### src/rtl/measure_sequencer_if.sv
// Signal bundle between the measurement sequencer and its environment:
// timing/config/sensor inputs and the strobes consumed by measure.
interface measure_sequencer_if;
    logic        enable;
    logic [7:0]  config_data;
    logic        frame_start;
    logic        sensor_in;
    logic        flash_on;
    logic        reset_counter;
    logic        sensor_trigger;
    logic        reset_bcdoutput;
    logic        timeout;
    logic        busy;
    logic [15:0] sample_count;
    logic [1:0]  state;

    modport master (
        output enable, config_data,
        output frame_start, sensor_in,
        input  flash_on, reset_counter,
        input  sensor_trigger, reset_bcdoutput,
        input  timeout, busy,
        input  sample_count, state
    );

    modport slave (
        input  enable, config_data,
        input  frame_start, sensor_in,
        output flash_on, reset_counter,
        output sensor_trigger, reset_bcdoutput,
        output timeout, busy,
        output sample_count, state
    );
endinterface

### src/rtl/measure_sequencer.sv
// Latency-measurement sequencer: frame-aligned flash stimulus, debounced
// photo sensor, timeout and hold-off between samples.
module measure_sequencer #(
    parameter int unsigned DEBOUNCE_CYCLES = 27,
    parameter int unsigned TIMEOUT_CYCLES  = 13500000,
    parameter int unsigned HOLDOFF_CYCLES  = 2700000,
    parameter int unsigned CNT_BITS        = 25
) (
    input  logic               clock,
    input  logic               reset,
    measure_sequencer_if.slave bus
);
    typedef enum logic [1:0] {
        IDLE    = 2'd0,
        ARM     = 2'd1,
        MEASURE = 2'd2,
        HOLDOFF = 2'd3
    } state_t;

    localparam int unsigned DB_BITS = $clog2(DEBOUNCE_CYCLES + 1);
    localparam logic [DB_BITS-1:0] DB_MAX =
        DB_BITS'(DEBOUNCE_CYCLES);
    localparam logic [DB_BITS-1:0] DB_LAST =
        DB_BITS'(DEBOUNCE_CYCLES - 1);
    localparam logic [CNT_BITS-1:0] TO_LAST =
        CNT_BITS'(TIMEOUT_CYCLES - 1);
    localparam logic [CNT_BITS-1:0] HO_LAST =
        CNT_BITS'(HOLDOFF_CYCLES - 1);

    state_t              fsm;
    state_t              nxt;
    logic [DB_BITS-1:0]  hi_cnt;
    logic [DB_BITS-1:0]  lo_cnt;
    logic                sensor_hi;
    logic                sensor_lo;
    logic [CNT_BITS-1:0] timer;
    logic [7:0]          cfg_q;
    logic                cfg_change;
    logic                rise;
    logic                go_meas;
    logic                hit;
    logic                expire;

    assign cfg_change = cfg_q != bus.config_data;
    assign bus.state  = fsm;

    // Rise = the sample that brings the high run to DEBOUNCE_CYCLES
    assign rise = bus.sensor_in && !sensor_hi
               && (hi_cnt == DB_LAST);

    always_comb begin
        nxt     = fsm;
        go_meas = 1'b0;
        hit     = 1'b0;
        expire  = 1'b0;
        if (cfg_change || !bus.enable) begin
            nxt = IDLE;
        end else begin
            unique case (fsm)
                IDLE: nxt = ARM;
                ARM: begin
                    if (bus.frame_start && sensor_lo) begin
                        nxt     = MEASURE;
                        go_meas = 1'b1;
                    end
                end
                MEASURE: begin
                    if (rise) begin
                        nxt = HOLDOFF;
                        hit = 1'b1;
                    end else if (timer == TO_LAST) begin
                        nxt    = HOLDOFF;
                        expire = 1'b1;
                    end
                end
                HOLDOFF: begin
                    if (timer == HO_LAST && sensor_lo)
                        nxt = ARM;
                end
            endcase
        end
    end

    always_ff @(posedge clock) begin
        if (reset) begin
            fsm                 <= IDLE;
            hi_cnt              <= '0;
            lo_cnt              <= '0;
            sensor_hi           <= 1'b0;
            sensor_lo           <= 1'b0;
            timer               <= '0;
            cfg_q               <= bus.config_data;
            bus.flash_on        <= 1'b0;
            bus.busy            <= 1'b0;
            bus.reset_counter   <= 1'b0;
            bus.sensor_trigger  <= 1'b0;
            bus.timeout         <= 1'b0;
            bus.reset_bcdoutput <= 1'b0;
            bus.sample_count    <= '0;
        end else begin
            cfg_q <= bus.config_data;

            if (!bus.sensor_in)
                hi_cnt <= '0;
            else if (hi_cnt != DB_MAX)
                hi_cnt <= hi_cnt + 1'b1;
            if (bus.sensor_in)
                lo_cnt <= '0;
            else if (lo_cnt != DB_MAX)
                lo_cnt <= lo_cnt + 1'b1;
            sensor_hi <= bus.sensor_in && (hi_cnt >= DB_LAST);
            sensor_lo <= !bus.sensor_in && (lo_cnt >= DB_LAST);

            fsm                 <= nxt;
            bus.flash_on        <= nxt == MEASURE;
            bus.busy            <= nxt == MEASURE || nxt == HOLDOFF;
            bus.reset_counter   <= go_meas;
            bus.sensor_trigger  <= hit;
            bus.timeout         <= expire;
            bus.reset_bcdoutput <= cfg_change;

            if (cfg_change)
                bus.sample_count <= '0;
            else if (hit)
                bus.sample_count <= bus.sample_count + 16'd1;

            // One timer serves both MEASURE and HOLDOFF; it saturates in HOLDOFF
            if (nxt != fsm)
                timer <= '0;
            else if (fsm == MEASURE)
                timer <= timer + 1'b1;
            else if (fsm == HOLDOFF && timer != HO_LAST)
                timer <= timer + 1'b1;
        end
    end
endmodule

### src/flat_wrapper.sv
// flat-port wrapper written by rule: the top's interface ports become plain ports
module measure_sequencer_flat 
#(
    parameter int unsigned DEBOUNCE_CYCLES = 27,
    parameter int unsigned TIMEOUT_CYCLES  = 13500000,
    parameter int unsigned HOLDOFF_CYCLES  = 2700000,
    parameter int unsigned CNT_BITS        = 25
)
  (clock, reset, bus_enable, bus_config_data, bus_frame_start, bus_sensor_in, bus_flash_on, bus_reset_counter, bus_sensor_trigger, bus_reset_bcdoutput, bus_timeout, bus_busy, bus_sample_count, bus_state);
  measure_sequencer_if bus_i ();
  input  logic clock;
  input  logic reset;
  input wire logic [$bits(bus_i.enable)-1:0] bus_enable;
  input wire logic [$bits(bus_i.config_data)-1:0] bus_config_data;
  input wire logic [$bits(bus_i.frame_start)-1:0] bus_frame_start;
  input wire logic [$bits(bus_i.sensor_in)-1:0] bus_sensor_in;
  output wire logic [$bits(bus_i.flash_on)-1:0] bus_flash_on;
  output wire logic [$bits(bus_i.reset_counter)-1:0] bus_reset_counter;
  output wire logic [$bits(bus_i.sensor_trigger)-1:0] bus_sensor_trigger;
  output wire logic [$bits(bus_i.reset_bcdoutput)-1:0] bus_reset_bcdoutput;
  output wire logic [$bits(bus_i.timeout)-1:0] bus_timeout;
  output wire logic [$bits(bus_i.busy)-1:0] bus_busy;
  output wire logic [$bits(bus_i.sample_count)-1:0] bus_sample_count;
  output wire logic [$bits(bus_i.state)-1:0] bus_state;
  assign bus_i.enable = bus_enable;
  assign bus_i.config_data = bus_config_data;
  assign bus_i.frame_start = bus_frame_start;
  assign bus_i.sensor_in = bus_sensor_in;
  assign bus_flash_on = bus_i.flash_on;
  assign bus_reset_counter = bus_i.reset_counter;
  assign bus_sensor_trigger = bus_i.sensor_trigger;
  assign bus_reset_bcdoutput = bus_i.reset_bcdoutput;
  assign bus_timeout = bus_i.timeout;
  assign bus_busy = bus_i.busy;
  assign bus_sample_count = bus_i.sample_count;
  assign bus_state = bus_i.state;
  measure_sequencer #(.DEBOUNCE_CYCLES(DEBOUNCE_CYCLES), .TIMEOUT_CYCLES(TIMEOUT_CYCLES), .HOLDOFF_CYCLES(HOLDOFF_CYCLES), .CNT_BITS(CNT_BITS)) u_core (.clock(clock), .reset(reset), .bus(bus_i));
endmodule
### config.mk
export PLATFORM = sky130hd
export DESIGN_NAME = measure_sequencer_flat
export DESIGN_NICKNAME = d
export VERILOG_FILES = /design/src/rtl/measure_sequencer_if.sv /design/src/rtl/measure_sequencer.sv /design/src/flat_wrapper.sv
export SDC_FILE = /design/constraint.sdc
export NUM_CORES = 1
export LEC_CHECK = 0
export CAP_MARGIN = 20
export CORE_MARGIN = 2
export CORE_UTILIZATION = 58
export CTS_BUF_LIST = sky130_fd_sc_hd__clkbuf_4
export DETAILED_ROUTE_END_ITERATION = 8
export PLACE_DENSITY_LB_ADDON = 0.2
export SKIP_CTS_REPAIR_TIMING = 1
export SYNTH_ARGS = -nofsm -noshare
export SYNTH_HDL_FRONTEND = slang
export SYNTH_SLANG_ARGS = --single-unit
### constraint.sdc
create_clock -name clock -period 2.6 [get_ports clock]
set_input_delay 0.52 -clock clock [delete_from_list [all_inputs] [get_ports clock]]
set_output_delay 0.52 -clock clock [all_outputs]
set_load 0.005 [all_outputs]
==> summary.txt, run 1 <==
Flow results follow.

The global route stage reports its total congestion overflow as 0. The number of iterations in the first detailed-routing pass is 4. The horizontal extent of the die is 77.6 um. Per report_power, the clock group accounts for 32.4% of the total. Per STA, the highest per-stage delay on the worst path measures 0.53 ns. In the layout the commonest cells are sky130_fd_sc_hd__dfxtp_1, sky130_fd_sc_hd__nor2_1, sky130_fd_sc_hd__clkdlybuf4s50_1, sky130_fd_sc_hd__xor2_1, sky130_fd_sc_hd__nand2_1. The worst-case headroom to the max-slew limit is 57.1%. The combinational power reported by the tool is 0.0757 mW. The net load switching power is 0.415 mW.

The yosys warning tally is 0. The power dissipated in the clock network is 0.552 mW. The final routed DRC violation total is 0. The number of nets at floorplan is 362. The commonest cells after synthesis are sky130_fd_sc_hd__dfxtp_1, sky130_fd_sc_hd__nor2_1, sky130_fd_sc_hd__xor2_1. In this run switching power makes up 24.4% of total power. The worst-case clock buffer depth is 2. The number of cells produced by synthesis is 343. The fraction of met3 tracks used by global routing is 5.58%. Hold-check failures listed in the final report amount to 0. The placement summary gives the final routability congestion estimate as 0.825. The routing usage on met2 is 34.7%.

The final antenna-violating net count is 0. The synthesis report lists the most area-consuming cells as sky130_fd_sc_hd__dfxtp_1, sky130_fd_sc_hd__xor2_1, sky130_fd_sc_hd__nor2_1, sky130_fd_sc_hd__xnor2_1, sky130_fd_sc_hd__nand4_1. In the final report, the number of pins over their slew limit comes to 0. The launch point of the worst min-delay path is recorded as u_core.timer[24]. Per the timing report, the most critical flop-to-flop path finishes at u_core.timer[23]. Post-route period utilization is reported as 87.7%. On the final layout, the worst hold slack is 0.512 ns.

The data arrival time of the critical path is 2.62 ns. Counting tap cells, the placed design contains a total of 447 instances. The completed layout was analyzed and its total power is 1.70 mW. In this run, the synthesized area fraction spent on xor and xnor cells is recorded as 13.9%. The chip occupies 6030 um2. The run finished with clean final reports.

Compared with the post-synthesis result, the final layout area differs by 18.2%. The highest metal layer carrying signal wires in the routed design is met4. In this run, synthesis inferred 0 flip-flops with an integrated enable. The measured slew at the worst slew-check pin is 0.635 ns. The die is 77.6 um tall. The number of cells on the worst reg-to-reg path is 6. Entering global routing, the biggest net connects 26 pins.
==> run 1: cell type report <==
cell class              instances  area [um2]
well taps                      70        87.6
multi-input cells             254        1660
flip-flops and latches         69        1380
fillers                       389        1460
clock buffers                   9        67.6
inverters                       9        33.8
clock inverters                 6        31.3
repair buffers                 45         453
==> run 1: flip-flops by register name (all words and copies together) (netlist names) <==
register / cells
u_core.bus.sensor_trigger: 1
u_core.cfg_q: 8
u_core.bus.flash_on: 1
u_core.lo_cnt: 5
u_core.bus.reset_counter: 1
u_core.bus.busy: 1
u_core.sensor_lo: 1
u_core.sensor_hi: 1
u_core.bus.sample_count: 16
u_core.hi_cnt: 5
u_core.bus.reset_bcdoutput: 1
u_core.bus.state: 2
u_core.timer: 25
u_core.bus.timeout: 1
Figure 1. Metal layers overlaid (run 1).
Only two layers are drawn.
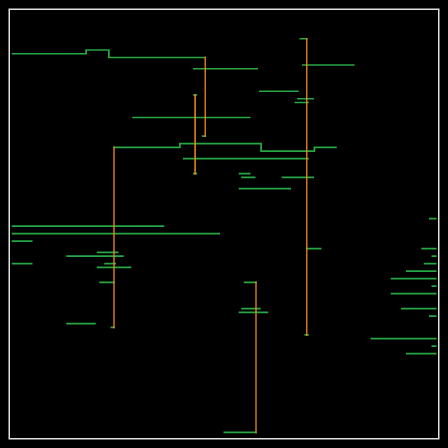
met3 -> green  # wire length 350 um
met4 -> orange  # wire length 142 um
wire length after detailed routing: 6410 um
overall track demand over capacity in global routing: 22.6%

Figure 2. Ports around the boundary (run 1).
Pins as bars across the die edge, other pins in grey.
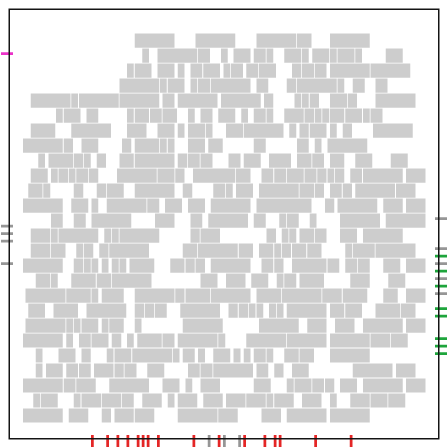
bus_config_data -> green  # pins 8, direction input, edge east
clock -> magenta  # pins 1, direction input, edge west
bus_sample_count -> red  # pins 16, direction output, edge south
all pins by edge = 19 south, 13 east, 5 west

Figure 3. Placement by cell class (run 1).
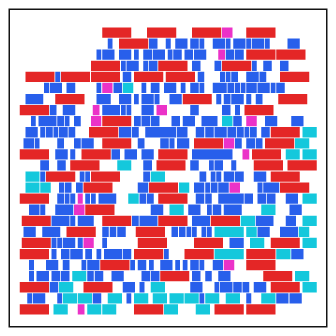
flip-flops -> red  # cells 69
all other logic -> blue  # cells 263
clock drivers and dummy loads -> magenta  # cells 15
other buffers and delay cells -> cyan  # cells 45

--- run 2 (diff from run 1) ---
Clock period 2.6 ns to 2.35 ns, I/O delays scaled along.
Figure 4. Placement by cell class (run 2).
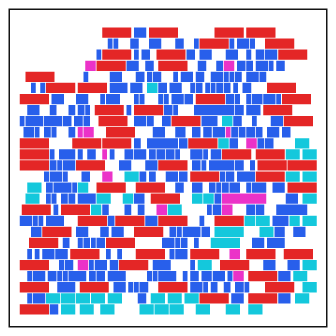
all other logic -> blue  # cells 263
flip-flops -> red  # cells 69
clock drivers and dummy loads -> magenta  # cells 14
other buffers and delay cells -> cyan  # cells 48

==> summary.txt, run 2 <==
Flow results follow.

The post-route worst hold slack is 0.513 ns. In the synthesized netlist, the number of instances is 343. The floorplan die area is 6030 um2.

The run finished with clean final reports. Across the whole layout, multi-input logic makes up 44.6% of the cell area. The end of the worst register-to-register path is u_core.timer[9]. The number of sequential cells reported for the layout is 69. met3 track demand over resource after global routing is 5.47%. The number of clock-tree buffers in the layout is 10. Entering global routing, the biggest net connects 26 pins. The fraction of area in non-clock buffers is 12.6%. The register bit total from synthesis is 69. The register with the most flip-flops in the final layout is u_core.timer. The final routed DRC violation total is 0.

The routing usage on met2 is 33.7%. During synthesis, Yosys emitted a total of 0 warnings. The registers reported with the highest flop counts are u_core.timer: 25 flops, u_core.bus.sample_count: 16 flops, u_core.cfg_q: 8 flops. For reference, the final report shows the max-slew violation count at 0. Yosys mapped a number of flops with a built-in enable equal to 0. The area growth from synthesis to layout is 20.1%.

The final-report hold violation count is 0. In the layout the tool counted multi-input logic cells amounting to 254. The number of nets at floorplan is 362.

The data arrival time of the critical path is 2.61 ns. In the synthesized netlist, the cells that appear most often are sky130_fd_sc_hd__dfxtp_1, sky130_fd_sc_hd__nor2_1, sky130_fd_sc_hd__xor2_1. The horizontal extent of the die is 77.6 um. Per the layout area report, the combinational gate area comes to 1680 um2. The inserted tap cell count is 70. The fraction of standard cell area that is sequential is 36.6%. For this run, the total global-route usage over all layers was measured as 22.5%. Per the GRT congestion report, total overflow comes to 0. Yosys attributes the largest share of cell area to sky130_fd_sc_hd__dfxtp_1, sky130_fd_sc_hd__xor2_1, sky130_fd_sc_hd__nor2_1, sky130_fd_sc_hd__xnor2_1, sky130_fd_sc_hd__nand4_1. The measured slew at the worst slew-check pin is 0.578 ns. After layout, the worst path uses 96.0% of the clock period. The flip-flop count of the largest register after layout is 25. The clock passes through at most 2 buffers. The number of iterations in the first detailed-routing pass is 4.

The filler cells instantiated in the layout total 396. The weighted congestion at the end of routability-driven global placement is 0.846. The cell class with the largest area share is multi-input combinational cells. The sequential cell area is 1380 um2. The routed wire length is 6350 um. The share of the synthesized netlist area taken by xor and xnor gates is 13.9%. The worst stage delay on the critical path is 0.58 ns. The launch instance of the worst min-delay path is u_core.timer[24].
## run 2: cell counts after synthesis
No cell type changed its count.
## run 2: where the power goes
part,internal (mW),total (mW),switching (mW)
Combinational,0.0434,0.0865,0.0431
Clock,0.315,0.703,0.388
Sequential,1.18,1.19,0.00754
Total,1.54,1.98,0.439
## run 2: per-stage QoR
stage / setup slack, ns / area, um2 / setup TNS (ns) / power (mW)
finish: 0.0931 / 3780 / 0 / 1.98
global route: -0.0225 / 3780 / -0.0225 / 2.04
CTS: 0.123 / 3760 / 0 / 1.99
detailed placement: -0.306 / 3640 / -9.78 / 1.30
global placement: -0.257 / 3640 / -7.99 / 1.30
floorplan: 0.278 / 3140 / 0 / 1.26
## run 2: tightest hold or removal path: cells and delay by family, from the launching register on
family          cells  cell delay (ns)
flops               1             0.34
compound gates      2             0.13
--- run 3 (diff from run 2) ---
Settings changed: CORE_UTILIZATION 58 to 55, CTS_BUF_LIST sky130_fd_sc_hd__clkbuf_4 to not set, HOLD_SLACK_MARGIN set to 0.1, MAX_ROUTING_LAYER set to met4.
Figure 5. Routing congestion map (run 3).
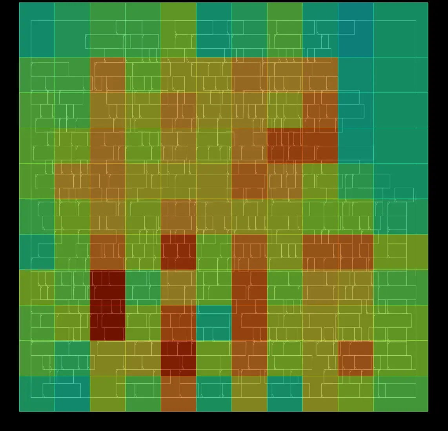
met3 capacity usage during global routing: 4.07%
routed len/inst: 13.7 um
M1 GR Usage: 26.4%
overall track demand over capacity in global routing: 22.6%

==> summary.txt, run 3 <==
Flow results follow.

The total count of max-transition violations in the final report is 0. The total power is 2.28 mW. The fraction of power spent switching nets is 21.3%.

The area taken by multi-input combinational cells is reported as 1690 um2. The share of total power dissipated in combinational logic is 3.5%. Leaving out fill and tap cells, the most frequent cells in the layout are sky130_fd_sc_hd__dfxtp_1, sky130_fd_sc_hd__nor2_1, sky130_fd_sc_hd__clkdlybuf4s50_1, sky130_fd_sc_hd__xor2_1, sky130_fd_sc_hd__nand2_1.

The power report attributes to the clock group a share of 44.3%. The number of nets at floorplan is 362. The power report attributes to the sequential group a share of 52.2%. In this run the critical register-to-register path is captured at u_core.timer[21]. After detailed routing, the number of remaining DRC violations is 0. Counting the warning lines in the Yosys log gives 0. The flow reports power dissipated in the clock network as 1.01 mW.

Per the GRT congestion report, total overflow comes to 0. For the completed layout, the total cell area is recorded as 3840 um2. The die span in y is 79.6 um. The register with the most flip-flops in the layout has 25 of them.

Of the total synthesized cell area, the portion taken by XOR and XNOR cells is 13.9%. The placement-stage worst setup slack is -0.307 ns. For this run, the detailed router's first-pass iteration total came to 5. The tightest hold path in the finished design has a slack of 0.516 ns. The worst-case clock buffer depth is 2. The total instance count after detailed placement is 451. The aggregate negative setup slack is 0 ns.

Routability-driven placement finished with a final weighted congestion of 0.816. The register bank with the most flops is u_core.timer. The measured slew at the worst slew-check pin is 0.583 ns.

The net switching power in the latest report is 0.484 mW. The top achievable clock speed is 437 MHz. Counting flops and latches in the post-synthesis netlist gives 69. The flow ran to the end, and the final reports show no timing, DRC or antenna violations.

Relative to the synthesized area, the layout overhead comes to 22.3%. The area after detailed placement is 3610 um2. The worst-case headroom to the max-slew limit is 61.0%. In this run the full chip footprint comes out at 6340 um2.

The launch point of the worst min-delay path is recorded as u_core.lo_cnt[4]. The largest registers in the layout are u_core.timer: 25 flops, u_core.bus.sample_count: 16 flops, u_core.cfg_q: 8 flops. The number of cells produced by synthesis is 343. The number of cells on the worst reg-to-reg path is 6. Ranked by power, first place goes to sequential cells.

Measured along the x axis, the die boundary spans 79.6 um. By area the synthesized netlist is led by sky130_fd_sc_hd__dfxtp_1, sky130_fd_sc_hd__xor2_1, sky130_fd_sc_hd__nor2_1, sky130_fd_sc_hd__xnor2_1, sky130_fd_sc_hd__nand4_1. Once detail routing completed, the nets flagged for antenna violations numbered 0. The internal portion of the total power is 1.79 mW.
[run 3: cell counts after synthesis]
Identical to the previous run, type by type.
[run 3: logic make-up after synthesis]
family,Yosys count
muxes,2
adders and majority gates,6
DFF,69
and+or+nand+nor,177
xor gates and xnor gates,50
AOI/OAI and AO/OA,19
buffers and inverters,20
[run 3: final cells by class]
class / instances / share of cell area [%]
clock buffer: 12 / 4.30
clock inverter: 4 / 1.17
inverter: 9 / 0.879
multi-input combinational: 254 / 43.9
sequential: 69 / 35.9
tap: 72 / 2.34
timing repair buffer: 47 / 11.5
[run 3: per-layer routing]
layer / part of all wire (%) / global-route usage (%)
met3: 3.9 / 4.07
met4: 2.0 / 11.7
met1: 44 / 26.4
met5: 0 / -
met2: 50 / 37.1
Power figures rest on the tool's default switching activity, not on a simulated workload.
